[src/rtl/ula_neander_n.sv]
// Neander ALU: registered add/sub/logic/pass plus multi-cycle shift-add multiply,
// start/busy/done handshake and N/Z/C/V flags.
module ula_neander_n #(
  parameter int unsigned WIDTH = 8
) (
  input  logic             clk,
  input  logic             rst_n,
  input  logic             start,
  input  logic [2:0]       op,
  input  logic [WIDTH-1:0] a,
  input  logic [WIDTH-1:0] b,
  output logic             busy,
  output logic             done,
  output logic [WIDTH-1:0] result,
  output logic             flag_n,
  output logic             flag_z,
  output logic             flag_c,
  output logic             flag_v
);

  localparam int unsigned CW = $clog2(WIDTH + 1);
  localparam int unsigned PW = 2 * WIDTH;
  localparam int unsigned SW = WIDTH + 1;

  localparam logic [0:0] IDLE = 1'b0;
  localparam logic [0:0] MULT = 1'b1;

  localparam logic [2:0] OP_ADD  = 3'b000;
  localparam logic [2:0] OP_SUB  = 3'b001;
  localparam logic [2:0] OP_AND  = 3'b010;
  localparam logic [2:0] OP_OR   = 3'b011;
  localparam logic [2:0] OP_NOT  = 3'b100;
  localparam logic [2:0] OP_MUL  = 3'b110;
  localparam logic [2:0] OP_NOP  = 3'b111;

  logic [0:0]       state, state_nx;
  logic [PW-1:0]    mcand, mcand_nx;
  logic [PW-1:0]    acc, acc_nx;
  logic [WIDTH-1:0] mplier, mplier_nx;
  logic [CW-1:0]    cnt, cnt_nx;
  logic [WIDTH-1:0] result_nx;
  logic             n_nx, z_nx, c_nx, v_nx, done_nx, busy_nx;

  logic             sub;
  logic [WIDTH-1:0] b_eff;
  logic [WIDTH:0]   sum;

  // Shared ripple adder: SUB inverts B and injects carry-in 1
  always_comb begin
    sub   = (op == OP_SUB);
    b_eff = sub ? ~b : b;
    sum   = {1'b0, a} + {1'b0, b_eff} + SW'(sub);
  end

  // Next-state and next-output logic
  always_comb begin
    state_nx  = state;
    mcand_nx  = mcand;
    acc_nx    = acc;
    mplier_nx = mplier;
    cnt_nx    = cnt;
    result_nx = result;
    n_nx      = flag_n;
    z_nx      = flag_z;
    c_nx      = flag_c;
    v_nx      = flag_v;
    done_nx   = 1'b0;
    case (state)
      IDLE: begin
        if (start) begin
          if (op == OP_MUL) begin
            mcand_nx  = {{WIDTH{1'b0}}, a};
            mplier_nx = b;
            acc_nx    = '0;
            cnt_nx    = CW'(WIDTH);
            state_nx  = MULT;
          end else if (op == OP_NOP) begin
            done_nx = 1'b1;
          end else begin
            done_nx = 1'b1;
            c_nx    = 1'b0;
            v_nx    = 1'b0;
            case (op)
              OP_ADD, OP_SUB: begin
                result_nx = sum[WIDTH-1:0];
                c_nx      = sum[WIDTH];
                v_nx      = (a[WIDTH-1] == b_eff[WIDTH-1]) && (sum[WIDTH-1] != a[WIDTH-1]);
              end
              OP_AND:  result_nx = a & b;
              OP_OR:   result_nx = a | b;
              OP_NOT:  result_nx = ~a;
              default: result_nx = b;
            endcase
            n_nx = result_nx[WIDTH-1];
            z_nx = (result_nx == '0);
          end
        end
      end
      default: begin
        if (cnt != '0) begin
          if (mplier[0]) acc_nx = acc + mcand;
          mcand_nx  = mcand << 1;
          mplier_nx = mplier >> 1;
          cnt_nx    = cnt - CW'(1);
        end else begin
          result_nx = acc[WIDTH-1:0];
          n_nx      = acc[WIDTH-1];
          z_nx      = (acc[WIDTH-1:0] == '0);
          c_nx      = |acc[PW-1:WIDTH];
          v_nx      = |acc[PW-1:WIDTH];
          done_nx   = 1'b1;
          state_nx  = IDLE;
        end
      end
    endcase
    busy_nx = (state_nx == MULT);
  end

  // State register
  always_ff @(posedge clk or negedge rst_n) begin
    if (!rst_n) state <= IDLE;
    else        state <= state_nx;
  end

  // Datapath and output registers
  always_ff @(posedge clk or negedge rst_n) begin
    if (!rst_n) begin
      mcand  <= '0;
      acc    <= '0;
      mplier <= '0;
      cnt    <= '0;
      result <= '0;
      flag_n <= 1'b0;
      flag_z <= 1'b1;
      flag_c <= 1'b0;
      flag_v <= 1'b0;
      done   <= 1'b0;
      busy   <= 1'b0;
    end else begin
      mcand  <= mcand_nx;
      acc    <= acc_nx;
      mplier <= mplier_nx;
      cnt    <= cnt_nx;
      result <= result_nx;
      flag_n <= n_nx;
      flag_z <= z_nx;
      flag_c <= c_nx;
      flag_v <= v_nx;
      done   <= done_nx;
      busy   <= busy_nx;
    end
  end

endmodule

[config.mk]
export PLATFORM = sky130hd
export DESIGN_NAME = ula_neander_n
export DESIGN_NICKNAME = d
export VERILOG_FILES = /design/src/rtl/ula_neander_n.sv
export SDC_FILE = /design/constraint.sdc
export NUM_CORES = 1
export LEC_CHECK = 0
export ABC_AREA = 1
export CAP_MARGIN = 10
export CORE_MARGIN = 4
export CORE_UTILIZATION = 55
export DETAILED_ROUTE_END_ITERATION = 10
export HOLD_SLACK_MARGIN = 0.12
export PLACE_DENSITY = 0.79
export SYNTH_ARGS = -nofsm -noshare
export SYNTH_HDL_FRONTEND = slang
export SYNTH_SLANG_ARGS = --single-unit
[constraint.sdc]
create_clock -name clk -period 2.4 [get_ports clk]
set_clock_uncertainty 0.05 [all_clocks]
set_input_delay 0.48 -clock clk [delete_from_list [all_inputs] [get_ports clk]]
set_output_delay 0.48 -clock clk [all_outputs]
set_load 0.02 [all_outputs]
Placed standard cells:
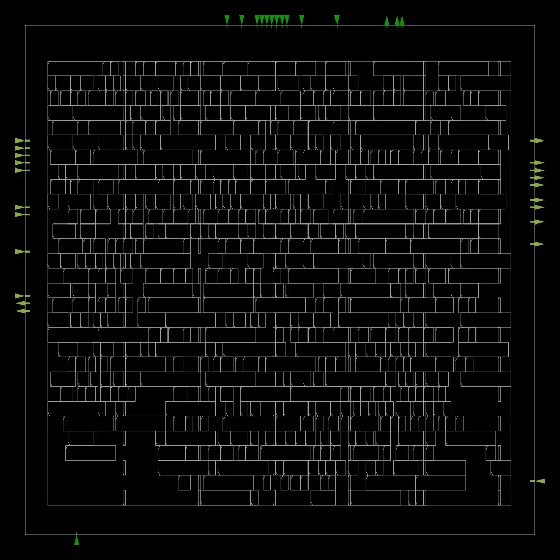
area of the core: 6944 µm²
std cell rows: 30
Fill cells: 497
Cell Count, Final, Fillers Out: 737

Supply network:
Bar = 20 µm. Pins as bars on the die edge. Tap cells in gray.
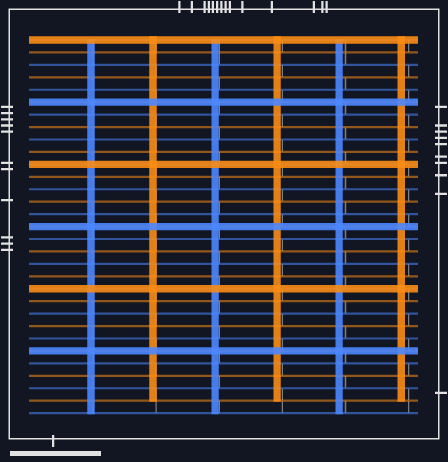
[VSS] blue
[VDD] orange
met4 straps: 6
met5 straps: 6
rows: 30
tap cells: 96
Peak supply drop: 0.0008149 V
horizontal die size: 93.60 µm

Placed cells, one color a class:
Bar = 20 µm.
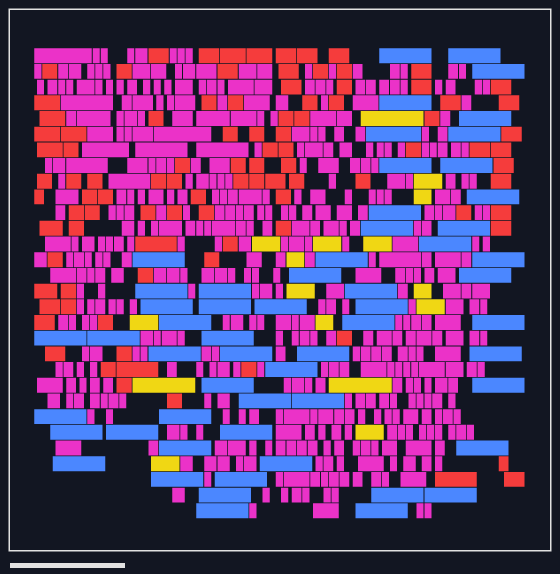
[remaining logic cells] magenta | cells: 471 | share of their area: 51%
[remaining buffers and delay cells] red | cells: 97 | share of their area: 17%
[registers] blue | cells: 57 | share of their area: 27%
[clock drivers and dummy loads] yellow | cells: 16 | share of their area: 4.8%
sequential share of cell area: 26.82%
Final Core Density: 76.67%
total non-filler cell area in the finished layout: 5324 µm²

Wiring by layer:
Bar = 20 µm. Two of the layers only.
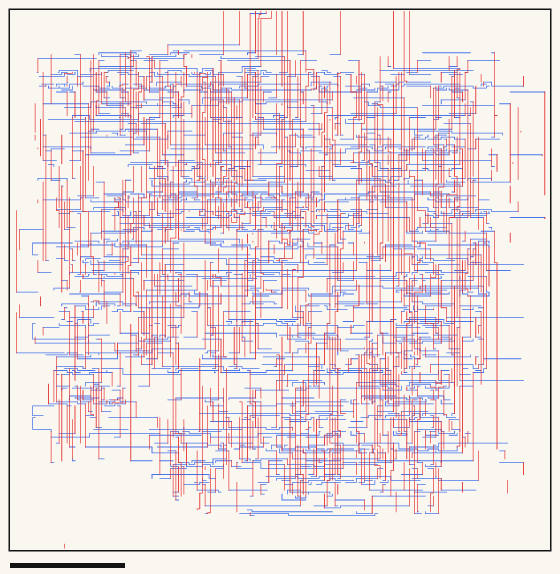
[M2] red | wire length: 5310 µm
[M1] blue | wire length: 5000 µm
routed length per instance: 15.15 µm
vias after detailed routing: 4055

==> metrics.cfg <==
[run_status]
outcome = completed

[worst_setup_path]
setup.worst_path.start_class = primary input
critPathSlowestCell = fa_2
worst-path-max-fanout = 7
setup.reg_to_reg.worst_slack_ps = 240
endpoint = flag_z$_DFFE_PN1P_
critical_path_depth = 16
worstSetupPathType = primary input to flop

[sta]
timing_max_transition_violations_final = 0
setup_viol_count_final = 0
period_used_pct = 98.02
finalHoldViolations = 0
slew_headroom_pct = 59.44

[cts]
cts_root_buf = clkbuf_8
cts.path.max_buffers = 2
clock_sink_total = 57

[flow_run]
warning_count = 30

[min_path]
worst_hold_path_type = flop to flop

[synthesis]
ys_sh_simple_pct = 24.59
synth.net_count = 596
synth-seq-cells = 57
synth-area-yosys_um2 = 4030
xor_area_share_pct = 2.825
top_cell_area_share_pct = 34.77
top_area_cell = dfrtp_1
synthesis.instances = 546

[route]
detailedRoute.firstIterationViolations = 358

[finish]
final-comb-area_um2 = 2400
insertedDiodeCount = 0
fraction_of_final_layout_cells_sized_beyond_drive_strength_1_pct = 19.50

[global_route]
grt_antenna_before_repair = 0

[pwr]
power_density_nw_per_um2 = 1113

[place]
place_hpwl_mm = 8.295

[repair_timing]
item,4_1_cts,5_1_grt
buffers inserted,3,3
hold endpoints to repair,23,0
hold buffers,1,0
setup endpoints to repair,8,7
resized,3,43
pin swaps,7,30
[per-layer routing]
metal	track usage, %	wire (µm)	part of all wire (%)
met1	37.04	5004	45
met2	41.45	5310	48
met3	5.149	663	5.9
met4	6.258	187	1.7
met5	0	0	0
[area by class of cell]
type,instances,share of cell area (%)
Multi-Input combinational cell,402,45.08
Sequential cell,57,26.82
Timing Repair Buffer,97,16.26
Inverter,69,4.912
Clock inverter,7,2.350
Clock buffer,9,2.327
Tap cell,96,2.256
[cells in the mapped netlist, drive strengths merged (2+ instances only)]
cell type	instances
nand2	136
inv	69
dfrtp	56
o21ai	49
a21oi	43
nor2	41
nand3	40
ha	26
buf	14
o211ai	10
o22ai	9
a31oi	8
xnor2	8
xor2	5
clkbuf	4
a21o	3
nand4	3
nor3	3
nor4	3
a22o	2
fa	2
o21bai	2
o31ai	2
or2	2
[power breakdown]
| group | internal (mW) | switching, mW | total, mW |
|---|---|---|---|
| combinational | 1.25 | 1.80 | 3.06 |
| sequential | 1.39 | 0.322 | 1.71 |
| clock | 0.702 | 0.452 | 1.15 |
[per-stage QoR]
step | hold WS, ps | setup slack (ps) | cell area [µm²]
floorplan | 134.4 | -71.01 | 4083
global placement | 413.9 | -562.5 | 4880
detailed placement | 408.7 | -606.1 | 4880
CTS | 426.9 | 5.075 | 5157
global route | 459.8 | -100.3 | 5324
finish | 420.9 | 47.45 | 5324
[registers in the layout, summed over array words and instances (netlist names)]
name and count:
mplier 8, cnt 4, busy 1, result 8, acc 16, flag_z 1
mcand 16, flag_c 1, done 1, flag_v 1
